**Signal metal coverage by tile**

(3 px per µm) 18 x 24 tiles, from black (low) to pale yellow (high), scaled to the fullest tile. Values are wire area over tile area, all layers added.
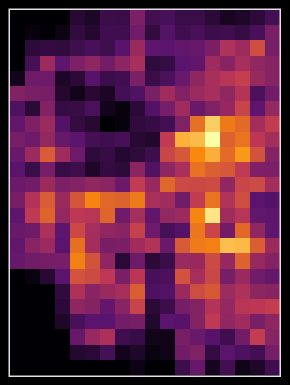
**Sequential cells grouped by signal name**

(3 px per µm) Other sequential cells in the stronger gray, the rest of the logic in the fainter gray.
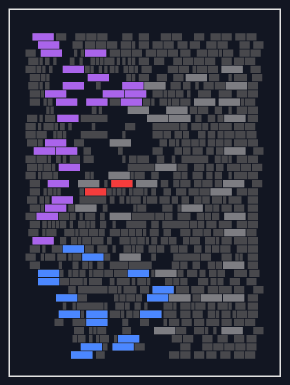
[src/rtl/fx_scheduler.sv]
// rtl/fx_scheduler.sv - round-robin time-multiplexer of one shared streaming effect unit across NCH channels
//
// Optional build macro: SCHED_STATS_EN (adds stat_done / stat_drop counters)
//
// Ports:
//   clk, reset                  system clock, synchronous active-high reset
//   in_data/in_valid/in_ready   per-channel sample streams (channel i at in_data[i*W +: W])
//   chan_on                     per-channel effect enable, sampled at grant
//   fx_data/fx_valid/fx_ready   sample issued to the effect unit
//   fx_on                       effect enable travelling with the issued sample
//   fx_res_data/fx_res_valid    effect result, only accepted while waiting
//   out_data/out_chan/out_valid/out_ready  tagged result stream to the mixer
//   timeout_err                 sticky flag, set when a sample is dropped for lack of a result
//   stat_done/stat_drop         saturating completion / drop counters (SCHED_STATS_EN only)
module fx_scheduler #(
    parameter int NCH     = 4,
    parameter int W       = 24,
    parameter int TIMEOUT = 255,
    localparam int CW     = (NCH > 1) ? $clog2(NCH) : 1
) (
    input  logic             clk,
    input  logic             reset,
    input  logic [NCH*W-1:0] in_data,
    input  logic [NCH-1:0]   in_valid,
    output logic [NCH-1:0]   in_ready,
    input  logic [NCH-1:0]   chan_on,
    output logic [W-1:0]     fx_data,
    output logic             fx_valid,
    input  logic             fx_ready,
    output logic             fx_on,
    input  logic [W-1:0]     fx_res_data,
    input  logic             fx_res_valid,
    output logic [W-1:0]     out_data,
    output logic [CW-1:0]    out_chan,
    output logic             out_valid,
    input  logic             out_ready,
    output logic             timeout_err
`ifdef SCHED_STATS_EN
    ,
    output logic [15:0]      stat_done,
    output logic [7:0]       stat_drop
`endif
);

    typedef enum logic [1:0] {
        S_IDLE,
        S_ISSUE,
        S_WAIT,
        S_DELIVER
    } state_t;

    state_t          state_q;
    state_t          state_d;
    logic [CW-1:0]   last_grant;
    logic [CW-1:0]   cur_chan;
    logic [15:0]     wait_cnt;
    logic            grant_found;
    logic [CW-1:0]   grant_idx;
    logic [CW-1:0]   cand;
    logic [W-1:0]    grant_data;
    logic            timeout_hit;

    // Search upward from the channel after the last one served, wrapping.
    always_comb begin
        grant_found = 1'b0;
        grant_idx   = '0;
        cand        = '0;
        for (int k = 1; k <= NCH; k++) begin
            cand = CW'((int'(last_grant) + k) % NCH);
            if (!grant_found && in_valid[cand]) begin
                grant_found = 1'b1;
                grant_idx   = cand;
            end
        end
    end

    always_comb begin
        grant_data = '0;
        for (int i = 0; i < NCH; i++) begin
            if (grant_idx == CW'(i)) begin
                grant_data = in_data[i*W +: W];
            end
        end
    end

    // A result arriving on the last allowed cycle takes priority over the drop.
    assign timeout_hit = (state_q == S_WAIT) && !fx_res_valid &&
                         (wait_cnt == 16'(TIMEOUT - 1));

    always_comb begin
        state_d   = state_q;
        in_ready  = '0;
        fx_valid  = 1'b0;
        out_valid = 1'b0;
        case (state_q)
            S_IDLE: begin
                // Gated by reset so no channel sees an accept that will be discarded.
                if (grant_found && !reset) begin
                    in_ready[grant_idx] = 1'b1;
                    state_d             = S_ISSUE;
                end
            end
            S_ISSUE: begin
                fx_valid = 1'b1;
                if (fx_ready) begin
                    state_d = S_WAIT;
                end
            end
            S_WAIT: begin
                if (fx_res_valid) begin
                    state_d = S_DELIVER;
                end else if (timeout_hit) begin
                    state_d = S_IDLE;
                end
            end
            S_DELIVER: begin
                out_valid = 1'b1;
                if (out_ready) begin
                    state_d = S_IDLE;
                end
            end
            default: state_d = S_IDLE;
        endcase
    end

    always_ff @(posedge clk) begin
        if (reset) begin
            state_q     <= S_IDLE;
            last_grant  <= CW'(NCH - 1);
            cur_chan    <= '0;
            wait_cnt    <= '0;
            fx_data     <= '0;
            fx_on       <= 1'b0;
            out_data    <= '0;
            out_chan    <= '0;
            timeout_err <= 1'b0;
        end else begin
            state_q <= state_d;
            case (state_q)
                S_IDLE: begin
                    if (grant_found) begin
                        fx_data  <= grant_data;
                        fx_on    <= chan_on[grant_idx];
                        cur_chan <= grant_idx;
                    end
                end
                S_ISSUE: begin
                    if (fx_ready) begin
                        wait_cnt <= '0;
                    end
                end
                S_WAIT: begin
                    if (fx_res_valid) begin
                        out_data <= fx_res_data;
                        out_chan <= cur_chan;
                    end else if (timeout_hit) begin
                        timeout_err <= 1'b1;
                        last_grant  <= cur_chan;
                    end else begin
                        wait_cnt <= wait_cnt + 16'd1;
                    end
                end
                S_DELIVER: begin
                    if (out_ready) begin
                        last_grant <= cur_chan;
                    end
                end
                default: ;
            endcase
        end
    end

`ifdef SCHED_STATS_EN
    always_ff @(posedge clk) begin
        if (reset) begin
            stat_done <= '0;
            stat_drop <= '0;
        end else begin
            if ((state_q == S_DELIVER) && out_ready && (stat_done != 16'hFFFF)) begin
                stat_done <= stat_done + 16'd1;
            end
            if (timeout_hit && (stat_drop != 8'hFF)) begin
                stat_drop <= stat_drop + 8'd1;
            end
        end
    end
`endif

endmodule

[config.mk]
export PLATFORM = sky130hd
export DESIGN_NAME = fx_scheduler
export DESIGN_NICKNAME = d
export VERILOG_FILES = /design/src/rtl/fx_scheduler.sv
export SDC_FILE = /design/constraint.sdc
export NUM_CORES = 1
export LEC_CHECK = 0
export ABC_CLOCK_PERIOD_IN_PS = 4900
export CAP_MARGIN = 20
export CORE_ASPECT_RATIO = 1.4
export CORE_MARGIN = 5
export CORE_UTILIZATION = 45
export CTS_CLUSTER_SIZE = 24
export DETAILED_ROUTE_END_ITERATION = 10
export GPL_ROUTABILITY_DRIVEN = 0
export PLACE_DENSITY = 0.87
export SLEW_MARGIN = 10
export SYNTH_ARGS = -nofsm -noshare
export SYNTH_HDL_FRONTEND = slang
export SYNTH_SLANG_ARGS = --single-unit
[constraint.sdc]
create_clock -name clk -period 4.9 [get_ports clk]
set_input_delay 0.49 -clock clk [delete_from_list [all_inputs] [get_ports clk]]
set_output_delay 0.49 -clock clk [all_outputs]
set_load 0.02 [all_outputs]
==> results.sh <==
# flow metrics
export IMPL_status="complete, no violations"
export IMPL_flop_cell="dfxtp_1"
export IMPL_regToRegEndpoint="fx_on$_SDFFE_PP0P_"
export IMPL_grt_pass1_vias=4155
export IMPL_cp_required_ps=4410
export IMPL_vias_per_cell=5.629
export IMPL_clockRootBuffer="clkbuf_16"
export IMPL_worst_pin_slew_ps=1012
export IMPL_fin_cells=749
export IMPL_power_density_nw_per_um2=275.0
export IMPL_diodes=0
export IMPL_dp_hpwl_um=10320
export IMPL_drc=0
export IMPL_ys_sh_simple_pct=22.70
export IMPL_cts_tree="done"
export IMPL_hp_class="flip-flop to flip-flop"
export IMPL_r2r_start="last_grant[0]$_SDFFE_PP1P_"
export IMPL_numCtsBuffers=9
export IMPL_ios=191
export IMPL_leakagePower_nw=2.303
export IMPL_crit_path_end_kind="output pin"
export IMPL_syn_inst=467
export IMPL_die_x_um=89.87
export IMPL_wl_um=13750
export IMPL_dr_pass1_iters=5
export IMPL_yosysSeqAreaShare_pct=36.86
export IMPL_grt_setup_unrepaired="no"
export IMPL_grt_pass1_wl_um=21250
export IMPL_synth_comb_largest_family="AND-OR/OR-AND gates"
export IMPL_drtAntennaViolNets=0
export IMPL_top_area_share_pct=36.86
export IMPL_postLayoutCellArea_um2=6221
export IMPL_antenna_found_initial=1
export IMPL_min_period_over_period_pct=72.56
export IMPL_r2r_setup_slack_ps=2730
export IMPL_synthTopCellsByCount="nand2_1, dfxtp_1, nand4_1"
export IMPL_syn2layout_area_growth_pct=54.79
export IMPL_topCellsByArea="dfxtp_1, nand2_1, mux2i_1"
export IMPL_initCoreUtil_pct=46.42
export IMPL_cts_sinks=74
export IMPL_tns_ps=0
export IMPL_mostFrequentLayoutCells="clkdlybuf4s50_1, nand2_1, dfxtp_1"
export IMPL_drt_iter0_drc=183
export IMPL_die_area_um2=10950
export IMPL_nNetsFinal=774
export IMPL_edf_count=0
export IMPL_grt_overflow=0
export IMPL_reg2reg_depth=7
export IMPL_start_kind="input pin"
export IMPL_hold_ws_ps=452.9
export IMPL_ys_cells=467
export IMPL_synthAdderAreaFrac_pct=0.6227
export IMPL_p_total_mw=1.711
export IMPL_avgSynthCellArea_um2=8.606
export IMPL_die_y_um=121.8
export IMPL_holdPathStages=2
export IMPL_worst_ep_arrival_time_ps=3070
export IMPL_clk_pin_slew_ps=60
export IMPL_top_regs="fx_data (24), out_data (24), wait_cnt (16)"
export IMPL_cts_resized=0
export IMPL_core_area_um2=8658
export IMPL_report_final_slew_viol_count=0
export IMPL_dpl_cell_area_um2=5936
export IMPL_numSynthFlops=74
export IMPL_mux_area_share_pct=6.725
export IMPL_route_vias_total=4216
export IMPL_compound_area_share_pct=25.09
export IMPL_setup_viol=0
export IMPL_max_freq_mhz=281.3
export IMPL_timing_final_crit_period_ps=3555
export IMPL_grt_usage_pct=23.88
export IMPL_synth_largest_area_cell="dfxtp_1"
export IMPL_crit_fanout=25
export IMPL_htreeDepth=3
export IMPL_warning_count=27
export IMPL_yosysUniqueCellTypes=53
export IMPL_numPortBuffers=190
export IMPL_syn_area_um2=4019
export IMPL_clk_latency_ps=330
export IMPL_lay_top_count="clkdlybuf4s50_1"
export IMPL_routedWlPerCell_um=18.36
export IMPL_cts_hold_buf=0
export IMPL_core_rowCount=40
export IMPL_hold_end="out_data[18]$_SDFFE_PP0P_"
export IMPL_async_reset_ff_share_pct=0
export IMPL_fin_skew_ps=4.158
export IMPL_max_slew_margin_pct=32.46
export IMPL_top_cell="nand2_1"
export IMPL_vdd_drop_max_uv=199.4
export IMPL_ys_sh_xor_pct=3.051
export IMPL_cap_violations=0
export IMPL_clockBufferDepth=2
export IMPL_path_class="input pin to output pin"
export IMPL_fp_nets=602
export IMPL_timing_final_hold_violations=0
export IMPL_grt_max_degree=37
export IMPL_drive_gt1_share_pct=9.317
export IMPL_ys_chip_area_um2=4019
export IMPL_yosysWarnings=0
export IMPL_dp_cells=733
export IMPL_cts_setup_buffers=0
export IMPL_hp_start="out_data[18]$_SDFFE_PP0P_"
Notes on 'signal metal coverage by tile' above:
fullest tile: 0.69
mean over tiles: 0.21
nearly empty tiles: 8.6%

Notes on 'sequential cells grouped by signal name' above:
| signal | color | flops |
|---|---|---|
| last_grant | red | 2 |
| out_data | purple | 24 |
| wait_cnt | blue | 16 |

how the worst max path moves through the flow:
stage	startpoint	endpoint	slack, ps	cells past startpoint
2_1_floorplan	in_valid[3]	in_ready[0]	2710	6
3_3_place_gp	in_valid[1]	in_ready[1]	1490	6
3_5_place_dp	in_valid[1]	in_ready[3]	1380	6
4_1_cts	in_valid[1]	in_ready[1]	1350	6
5_1_grt	in_valid[1]	in_ready[1]	1150	6
6_report	in_valid[1]	in_ready[1]	1340	6
report_power, final:
group	total [mW]	internal [mW]	switching, mW
logic	0.418	0.224	0.194
clock network	0.628	0.351	0.278
registers	0.664	0.639	0.0257
total	1.71	1.21	0.498
critical path, cell delays in order:
cell,delay [ps]
clkdlybuf4s50_1,580
nor2b_1,240
o21a_1,730
nor3_1,200
nor2_1,150
clkdlybuf4s50_1,660
metrics by stage:
stage | worst slack, ps | util (%)
after floorplan | 2713 | -
after global placement | 1486 | 68.55
after detailed placement | 1377 | 68.55
after CTS | 1355 | 71.85
after global routing | 1152 | 71.85
final | 1345 | 71.85
metal layers:
| metal | wire [µm] | up-vias | part of all wire [%] | track usage, % |
|---|---|---|---|---|
| li1 | - | 2032 | - | - |
| met1 | 5150 | 1932 | 37 | 26.60 |
| met2 | 6765 | 224 | 49 | 41.30 |
| met3 | 1557 | 26 | 11 | 9.080 |
| met4 | 267 | 2 | 1.9 | 8.939 |
| met5 | 13 | - | 0.095 | 0 |
final cells by class:
type | instances | area [µm²]
Inverter | 4 | 15.01
Timing Repair Buffer | 197 | 1954
Fill cell | 664 | 2437
Tap cell | 105 | 131.4
Sequential cell | 74 | 1481
Clock buffer | 9 | 225.2
Multi-Input combinational cell | 353 | 2354
Clock inverter | 7 | 60.06
